==> src/rtl/lcd_pkg.sv <==
// Shared types and constants for the HD44780 character-LCD controller.
// Holds the FSM state enum, init command bytes and small timing helpers.
package lcd_pkg;

  typedef enum logic [2:0] {
    S_IDLE,
    S_SETUP,
    S_EN_HI,
    S_HOLD,
    S_WAIT
`ifdef LCD_INIT_SEQ_EN
    ,
    S_PWRUP,
    S_INIT_ISSUE
`endif
  } lcd_state_e;

  localparam logic [7:0] LCD_CMD_FUNC_SET = 8'h38;
  localparam logic [7:0] LCD_CMD_DISP_ON  = 8'h0C;
  localparam logic [7:0] LCD_CMD_CLEAR    = 8'h01;
  localparam logic [7:0] LCD_CMD_ENTRY    = 8'h06;
  localparam int unsigned LCD_INIT_LEN    = 4;

  // A zero cycle count would underflow the down-counter load.
  function automatic int unsigned clamp1(input int unsigned v);
    return (v == 0) ? 1 : v;
  endfunction

  // Clear (0x01) and home (0x02/0x03) need the long execution wait.
  function automatic logic is_long(input logic rs,
                                   input logic [7:0] d);
    return !rs && (d[7:2] == 6'd0) && (d != 8'd0);
  endfunction

  function automatic logic [7:0] init_cmd(input logic [1:0] i);
    logic [7:0] r;
    r = LCD_CMD_FUNC_SET;
    unique case (i)
      2'd0: r = LCD_CMD_FUNC_SET;
      2'd1: r = LCD_CMD_DISP_ON;
      2'd2: r = LCD_CMD_CLEAR;
      2'd3: r = LCD_CMD_ENTRY;
      default: r = LCD_CMD_FUNC_SET;
    endcase
    return r;
  endfunction

endpackage

==> src/rtl/lcd_ctrl_timer.sv <==
// Loadable down-counter shared by every timed state of lcd_ctrl.
// Ports: clk/rst_n, load + load_val (cycles-1), done when count is zero.
module lcd_timer #(
  parameter int unsigned   W       = 8,
  parameter logic [W-1:0]  RST_VAL = '0
) (
  input  logic         clk,
  input  logic         rst_n,
  input  logic         load,
  input  logic [W-1:0] load_val,
  output logic         done
);

  logic [W-1:0] cnt;

  always_ff @(posedge clk or negedge rst_n) begin
    if (!rst_n) begin
      cnt <= RST_VAL;
    end else if (load) begin
      cnt <= load_val;
    end else if (cnt != '0) begin
      cnt <= cnt - 1'b1;
    end
  end

  assign done = (cnt == '0);

endmodule

==> src/rtl/lcd_ctrl.sv <==
// HD44780 write-only bus controller: valid/ready byte in, RS/DB/EN out.
// Ports: i_clk, i_rst_n, i_wr_vld/rs/data, o_wr_rdy, i_lcd_on,
// o_init_done, o_lcd_data/rs/rw/en/on. Macro: LCD_INIT_SEQ_EN.
module lcd_ctrl
  import lcd_pkg::*;
#(
  parameter int unsigned T_SETUP_CYC      = 2,
  parameter int unsigned T_EN_CYC         = 25,
  parameter int unsigned T_HOLD_CYC       = 2,
  parameter int unsigned T_EXEC_SHORT_CYC = 2000,
  parameter int unsigned T_EXEC_LONG_CYC  = 80000,
  parameter int unsigned T_PWRUP_CYC      = 2000000
) (
  input  logic       i_clk,
  input  logic       i_rst_n,
  input  logic       i_wr_vld,
  input  logic       i_wr_rs,
  input  logic [7:0] i_wr_data,
  output logic       o_wr_rdy,
  input  logic       i_lcd_on,
  output logic       o_init_done,
  output logic [7:0] o_lcd_data,
  output logic       o_lcd_rs,
  output logic       o_lcd_rw,
  output logic       o_lcd_en,
  output logic       o_lcd_on
);

  localparam int unsigned SET = clamp1(T_SETUP_CYC);
  localparam int unsigned ENC = clamp1(T_EN_CYC);
  localparam int unsigned HLD = clamp1(T_HOLD_CYC);
  localparam int unsigned SHT = clamp1(T_EXEC_SHORT_CYC);
  localparam int unsigned LNG = clamp1(T_EXEC_LONG_CYC);
  localparam int unsigned PWR = clamp1(T_PWRUP_CYC);

  localparam int unsigned M0 = (SET > ENC) ? SET : ENC;
  localparam int unsigned M1 = (M0 > HLD) ? M0 : HLD;
  localparam int unsigned M2 = (M1 > SHT) ? M1 : SHT;
  localparam int unsigned M3 = (M2 > LNG) ? M2 : LNG;
  localparam int unsigned M4 = (M3 > PWR) ? M3 : PWR;
  localparam int unsigned W  = $clog2(M4) + 1;

`ifdef LCD_INIT_SEQ_EN
  localparam lcd_state_e   RST_ST = S_PWRUP;
  localparam logic [W-1:0] T_RST  = W'(PWR - 1);
`else
  localparam lcd_state_e   RST_ST = S_IDLE;
  localparam logic [W-1:0] T_RST  = '0;
`endif

  lcd_state_e   state;
  lcd_state_e   nxt;
  logic         ld;
  logic [W-1:0] ld_val;
  logic         t_done;
  logic         en_q;
  logic         rs_q;
  logic [7:0]   data_q;
  logic         rdy_q;
  logic         on_q;
  logic         accept;

`ifdef LCD_INIT_SEQ_EN
  logic [1:0] idx;
  logic       init_q;
`endif

  assign accept = i_wr_vld && rdy_q;

  lcd_timer #(
    .W       (W),
    .RST_VAL (T_RST)
  ) u_timer (
    .clk      (i_clk),
    .rst_n    (i_rst_n),
    .load     (ld),
    .load_val (ld_val),
    .done     (t_done)
  );

  always_ff @(posedge i_clk or negedge i_rst_n) begin
    if (!i_rst_n) state <= RST_ST;
    else          state <= nxt;
  end

  always_comb begin
    nxt    = state;
    ld     = 1'b0;
    ld_val = '0;
    unique case (state)
      S_IDLE: if (accept) begin
        nxt    = S_SETUP;
        ld     = 1'b1;
        ld_val = W'(SET - 1);
      end
      S_SETUP: if (t_done) begin
        nxt    = S_EN_HI;
        ld     = 1'b1;
        ld_val = W'(ENC - 1);
      end
      S_EN_HI: if (t_done) begin
        nxt    = S_HOLD;
        ld     = 1'b1;
        ld_val = W'(HLD - 1);
      end
      S_HOLD: if (t_done) begin
        nxt    = S_WAIT;
        ld     = 1'b1;
        ld_val = is_long(rs_q, data_q) ? W'(LNG - 1)
                                       : W'(SHT - 1);
      end
      S_WAIT: if (t_done) begin
`ifdef LCD_INIT_SEQ_EN
        if (!init_q && idx != 2'(LCD_INIT_LEN - 1))
          nxt = S_INIT_ISSUE;
        else
          nxt = S_IDLE;
`else
        nxt = S_IDLE;
`endif
      end
`ifdef LCD_INIT_SEQ_EN
      S_PWRUP: if (t_done) nxt = S_INIT_ISSUE;
      S_INIT_ISSUE: begin
        nxt    = S_SETUP;
        ld     = 1'b1;
        ld_val = W'(SET - 1);
      end
`endif
      default: nxt = S_IDLE;
    endcase
  end

  // Outputs are registered from the next state so EN cannot glitch.
  always_ff @(posedge i_clk or negedge i_rst_n) begin
    if (!i_rst_n) begin
      en_q   <= 1'b0;
      rs_q   <= 1'b0;
      data_q <= 8'h00;
      rdy_q  <= 1'b0;
      on_q   <= 1'b0;
`ifdef LCD_INIT_SEQ_EN
      idx    <= 2'd0;
      init_q <= 1'b0;
`endif
    end else begin
      en_q  <= (nxt == S_EN_HI);
      rdy_q <= (nxt == S_IDLE);
      on_q  <= i_lcd_on;
      if (state == S_IDLE && accept) begin
        rs_q   <= i_wr_rs;
        data_q <= i_wr_data;
      end
`ifdef LCD_INIT_SEQ_EN
      if (state == S_INIT_ISSUE) begin
        rs_q   <= 1'b0;
        data_q <= init_cmd(idx);
      end
      if (state == S_WAIT && t_done && !init_q) begin
        idx <= idx + 2'd1;
        if (idx == 2'(LCD_INIT_LEN - 1)) init_q <= 1'b1;
      end
`endif
    end
  end

  assign o_wr_rdy   = rdy_q;
  assign o_lcd_en   = en_q;
  assign o_lcd_rs   = rs_q;
  assign o_lcd_data = data_q;
  assign o_lcd_rw   = 1'b0;
  assign o_lcd_on   = on_q;
`ifdef LCD_INIT_SEQ_EN
  assign o_init_done = init_q;
`else
  assign o_init_done = 1'b1;
`endif

endmodule

==> config.mk <==
export PLATFORM = sky130hd
export DESIGN_NAME = lcd_ctrl
export DESIGN_NICKNAME = d
export VERILOG_FILES = /design/src/rtl/lcd_pkg.sv /design/src/rtl/lcd_ctrl_timer.sv /design/src/rtl/lcd_ctrl.sv
export SDC_FILE = /design/constraint.sdc
export NUM_CORES = 1
export LEC_CHECK = 0
export ABC_AREA = 1
export CORE_AREA = 3 3 69 71
export CTS_BUF_LIST = sky130_fd_sc_hd__clkbuf_2 sky130_fd_sc_hd__clkbuf_4 sky130_fd_sc_hd__clkbuf_8
export DETAILED_ROUTE_END_ITERATION = 8
export DIE_AREA = 0 0 72 74
export PLACE_DENSITY = 0.73
export SYNTH_ARGS = -nofsm -noshare
export SYNTH_HDL_FRONTEND = slang
export SYNTH_SLANG_ARGS = --single-unit
export TNS_END_PERCENT = 30
==> constraint.sdc <==
create_clock -name i_clk -period 3.3 [get_ports i_clk]
set_clock_uncertainty 0.05 [all_clocks]
set_input_delay 0.33 -clock i_clk [delete_from_list [all_inputs] [get_ports i_clk]]
set_output_delay 0.33 -clock i_clk [all_outputs]
set_load 0.01 [all_outputs]
==> results.cfg, run 1 <==
; generated from flow reports
[synthesis]
common_cells = nand2_1, nor2_1, dfrtp_1, inv_1
ys_ff = 37
yosys_area_sq_um = 2150

[critical_path]
cp-startpoint = u_timer.cnt[0]
r2r_start = u_timer.cnt[0]
path_class = register to register
crit_end = u_timer.cnt[13]
critPathMaxFanout = 14

[global_route]
grt_pass1_vias = 1802
overflow = 0
grt_max_degree = 38
antenna_found_initial = 0

[place]
place.gp.congestion = 0.849

[final_layout]
buffer_area_frac = 0.0947
clkbuf_count = 7
final_layout_top_logic_cells = nand2_1, nor2_1, dfrtp_1
fin_nets = 324
largest_class = multi-input combinational cells
logic_area_sq_um = 1050

[drt]
drc_errors = 0

[outcome]
outcome = completed

[power]
ir_worst_vdd_v = 0.000165
netSwitchingFraction = 0.202
comb_power_share = 0.030

[hold_path]
min_path_type = input port to asynchronous set/reset pin

[sta]
worst_pin_slew_ns = 0.811
run 1: logic make-up (layout without fill, tap and decap cells):
group                    Yosys count  in the layout  share of synthesized area
AND/OR/NAND/NOR                  167            167                      0.351
flip-flops                        37             37                      0.431
buffers and inverters             37             61                     0.0780
AND-OR/OR-AND                     22             22                     0.0513
XOR/XNOR                          18             18                     0.0734
adder cells (fa/ha/maj)            2              2                     0.0116
other                              2              2                    0.00350
run 1: worst max-delay path, stage by stage (launching register included):
cell,delay [ns]
dfrtp_1,0.42
inv_1,0.13
ha_1,0.21
nand2_1,0.06
nor2_1,0.20
nand3_4,0.19
nor2_2,0.18
nand3_1,0.24
a21oi_1,0.22
run_1/logic_types.png
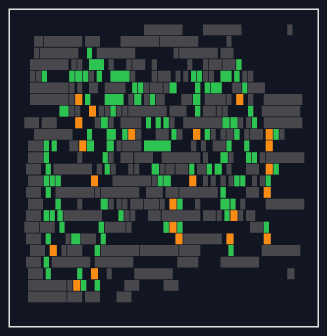
- green: nand cells (cells 97)
- orange: aoi and oai cells (cells 22)
final non-filler cell total: 361
dominant logic cell type in the layout: nand2_1
Comb/total area: 0.425

run_1/layer_met2.png
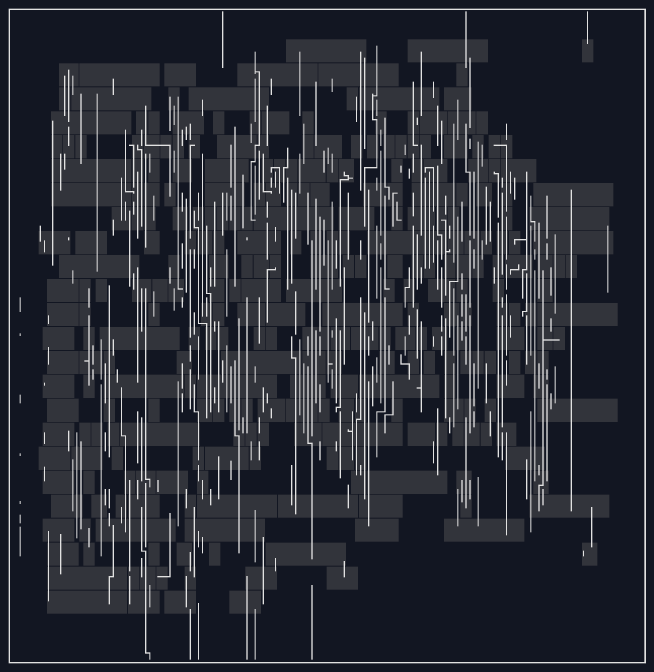
- wire length on this layer: 2200 um
- longest straight run: 36.4 um
- main direction: vertical
- share of all routed wire: 50%
- nets with wire on the layer: 258
Via Count: 1793
GR Util met2: 0.320
Detailed Route WL: 4.36 mm

run_1/placement_by_type.png
The bar under the picture is 20 um long.
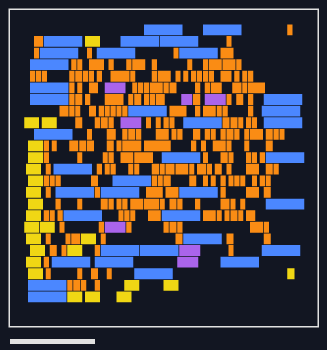
- yellow: remaining buffers and delay cells (cells 24)
- blue: sequential cells (cells 37)
- purple: clock drivers and dummy loads (cells 7)
- orange: combinational and other logic (cells 241)
Core Rows: 24
fin util: 0.578

==> run 2: changes to the inputs <==
==> constraint.sdc (replaced) <==
create_clock -name i_clk -period 1.9 [get_ports i_clk]
set_clock_uncertainty 0.05 [all_clocks]
set_input_delay 0.19 -clock i_clk [delete_from_list [all_inputs] [get_ports i_clk]]
set_output_delay 0.19 -clock i_clk [all_outputs]
set_load 0.01 [all_outputs]
==> results.cfg, run 2 <==
; generated from flow reports
[hold_path]
min_path_type = input port to asynchronous set/reset pin

[final_layout]
sh_comb_area = 0.417
buffer_area_frac = 0.118
clkbuf_count = 6
logic_area_sq_um = 1100
lay_top_count = nand2_1
final_layout_top_logic_cells = nand2_1, nor2_1, dfrtp_1

[critical_path]
critical-path-top-delay-family = simple AND/OR/NAND/NOR gates
cp_cell_sequence = inv_1 > ha_1 > nand2_1 > nor2_2 > nand3_4 > o21ai_0 > nor2_2 > and2_1
critical_path.most_common_cell = nor2_2
slowest_delay_ns = 0.42
crit_buf_inv = 1
path_class = register to register
critPathMaxFanout = 11
critPathSlowestCell = dfrtp_1

[synthesis]
ys_sh_simple = 0.351
synth-adder-area-share = 0.0116
ys_ff = 37
yosys_area_sq_um = 2150
logic_family = simple AND/OR/NAND/NOR gates
common_cells = nand2_1, nor2_1, dfrtp_1, inv_1
edf_count = 0
synth.cellmix.compoundShare = 0.0513
mux_area_frac = 0

[place]
place.gp.congestion = 0.823

[global_route]
overflow = 0
grt_pass1_vias = 1791
grt_max_degree = 17

[drt]
drc_errors = 0

[outcome]
outcome = completed

[power]
netSwitchingFraction = 0.199
comb_power_share = 0.030

[die]
rows = 24
-- run 2: worst reg2reg max path, stage by stage (launching register included) --
cell and delay (ns):
dfrtp_1 0.42, inv_1 0.13, ha_1 0.20, nand2_1 0.08
nor2_2 0.15, nand3_4 0.16, o21ai_0 0.25, nor2_2 0.07
and2_1 0.15
-- run 2: worst paths after layout --
path / start / endpoint / cells after the start
setup / recovery: u_timer.cnt[0] / o_lcd_en / 8
hold / removal: i_rst_n / o_lcd_rs / 2
setup reg to reg: u_timer.cnt[0] / o_lcd_en / 8
hold reg to reg: o_lcd_data[3] / o_lcd_data[3] / 2
max in group asynchronous: i_rst_n / u_timer.cnt[21] / 3
min in group i_clk: i_lcd_on / o_lcd_on / 1
run_2/clk_routes.png
The bar under the picture is 20 um long.
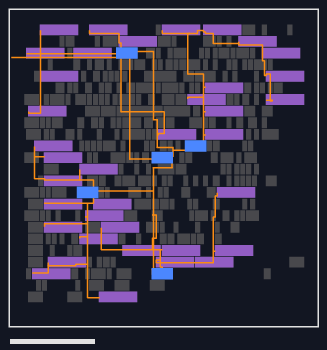
- orange: clock wires (length 489 um)
- purple: flip-flops (count 37)
- blue: clock drivers (count 5)
- routed clock nets: 6
- flops lie: widely spread
clock share of power: 0.461
P_clk: 0.713 mW
Worst-Skew Late Latency: 0.29 ns

run_2/placement.png
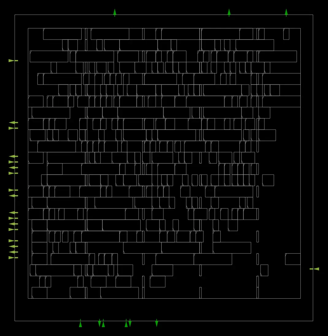
final non-filler cell total: 372
Tapcells: 52
Seq/total area: 0.350
FILL cells: 388
fin util: 0.615

run_2/layer_met2.png
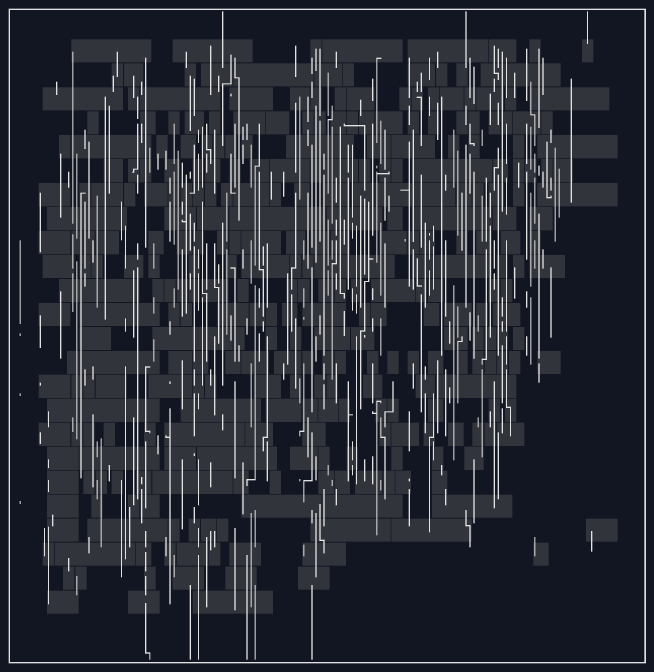
- wire length on this layer: 2270 um
- share of all routed wire: 49%
- main direction: vertical
- longest straight run: 32.3 um
Detailed Route WL: 4.61 mm
Via Count: 1852
GR Util met2: 0.342

==> run 3: changes to the inputs <==
--- a/config.mk
+++ b/config.mk
@@ -11,6 +11,7 @@
 export DETAILED_ROUTE_END_ITERATION = 8
 export DIE_AREA = 0 0 72 74
 export PLACE_DENSITY = 0.73
+export SLEW_MARGIN = 20
 export SYNTH_ARGS = -nofsm -noshare
 export SYNTH_HDL_FRONTEND = slang
 export SYNTH_SLANG_ARGS = --single-unit
==> constraint.sdc (replaced) <==
create_clock -name i_clk -period 1.9 [get_ports i_clk]
set_clock_uncertainty 0.05 [all_clocks]
set_input_delay 0.19 -clock i_clk [delete_from_list [all_inputs] [get_ports i_clk]]
set_output_delay 0.19 -clock i_clk [all_outputs]
set_load 0.005 [all_outputs]
==> results.cfg, run 3 <==
; generated from flow reports
[outcome]
outcome = completed

[global_route]
antenna_found_initial = 0
grt_max_degree = 17
grt_pass1_vias = 1791
overflow = 0
use_met2 = 0.342

[synthesis]
edf_count = 0
synth.cellmix.compoundShare = 0.0513
ys_ff = 37
synth-adder-area-share = 0.0116
yosys_area_sq_um = 2150
xor_area_frac = 0.0734
common_cells = nand2_1, nor2_1, dfrtp_1, inv_1
logic_family = simple AND/OR/NAND/NOR gates

[critical_path]
cp-startpoint = u_timer.cnt[0]
crit_buf_inv = 1
crit_end = o_lcd_en
path_class = register to register
critical_path.most_common_cell = nor2_2
critical-path-top-delay-family = simple AND/OR/NAND/NOR gates
critPathMaxFanout = 11
rr_endpoint = o_lcd_en

[drt]
drt_wl_total_mm = 4.61
drc_errors = 0

[place]
place.gp.congestion = 0.823

[final_layout]
fin_nets = 334
largest_class = multi-input combinational cells
seq_share = 0.350
buffer_area_frac = 0.118
fin_util = 0.615
clkbuf_count = 6
fillers = 388
lay_top_count = nand2_1

[cts]
worstSkewPairLatency_ns = 0.29

[hold_path]
min_path_type = input port to asynchronous set/reset pin

[power]
ir_worst_vdd_v = 0.000400

[die]
taps = 52
rows = 24
==> run 3: cell counts in the layout (fill, tap and decap cells not counted) <==
No cell type changed its count.
==> run 3: how the worst min path moves through the flow <==
stage               startpoint              to  slack [ns]
global placement       i_rst_n  u_timer.cnt[9]        0.07
global route          i_lcd_on        o_lcd_on        0.29
CTS                   i_lcd_on        o_lcd_on        0.28
finish                 i_rst_n        o_lcd_rs        0.29
floorplan              i_rst_n   o_lcd_data[0]       -0.16
detailed placement     i_rst_n  u_timer.cnt[9]        0.06
==> run 3: report_power, final <==
group | internal (mW) | leakage (nW) | switching, mW | total (mW)
clock network | 0.427 | 0.0574 | 0.287 | 0.713
registers | 0.788 | 0.438 | 0.000307 | 0.788
logic | 0.0260 | 0.796 | 0.0198 | 0.0458
total | 1.24 | 1.29 | 0.307 | 1.55
run_3/logic_types.png
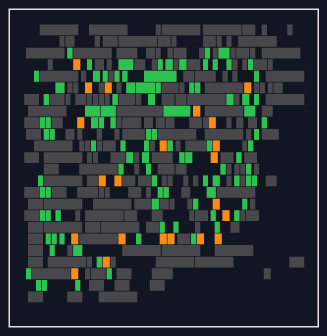
- orange: aoi and oai cells (cells 22)
- green: nand cells (cells 97)
Comb/total area: 0.417

run_3/clk_routes.png
The bar under the picture is 20 um long.
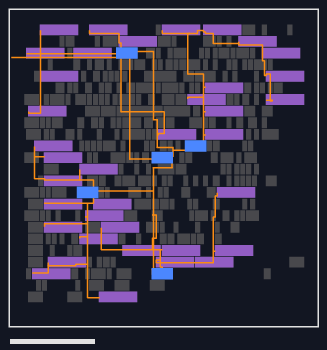
- orange: clock wires (length 489 um)
- purple: flip-flops (count 37)
- blue: clock drivers (count 5)
- routed clock nets: 6
- flops lie: widely spread

run_3/placement_by_type.png
The bar under the picture is 20 um long.
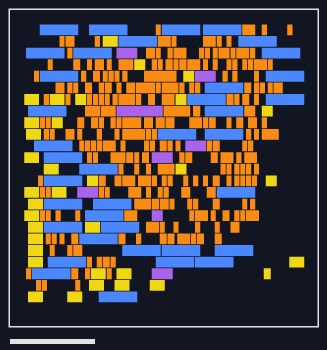
- orange: combinational and other logic (cells 241)
- yellow: remaining buffers and delay cells (cells 34)
- purple: clock drivers and dummy loads (cells 8)
- blue: sequential cells (cells 37)
Core Region: 4290 sq um
fin area: 2640 sq um

Power is estimated from default activity; no workload was simulated.
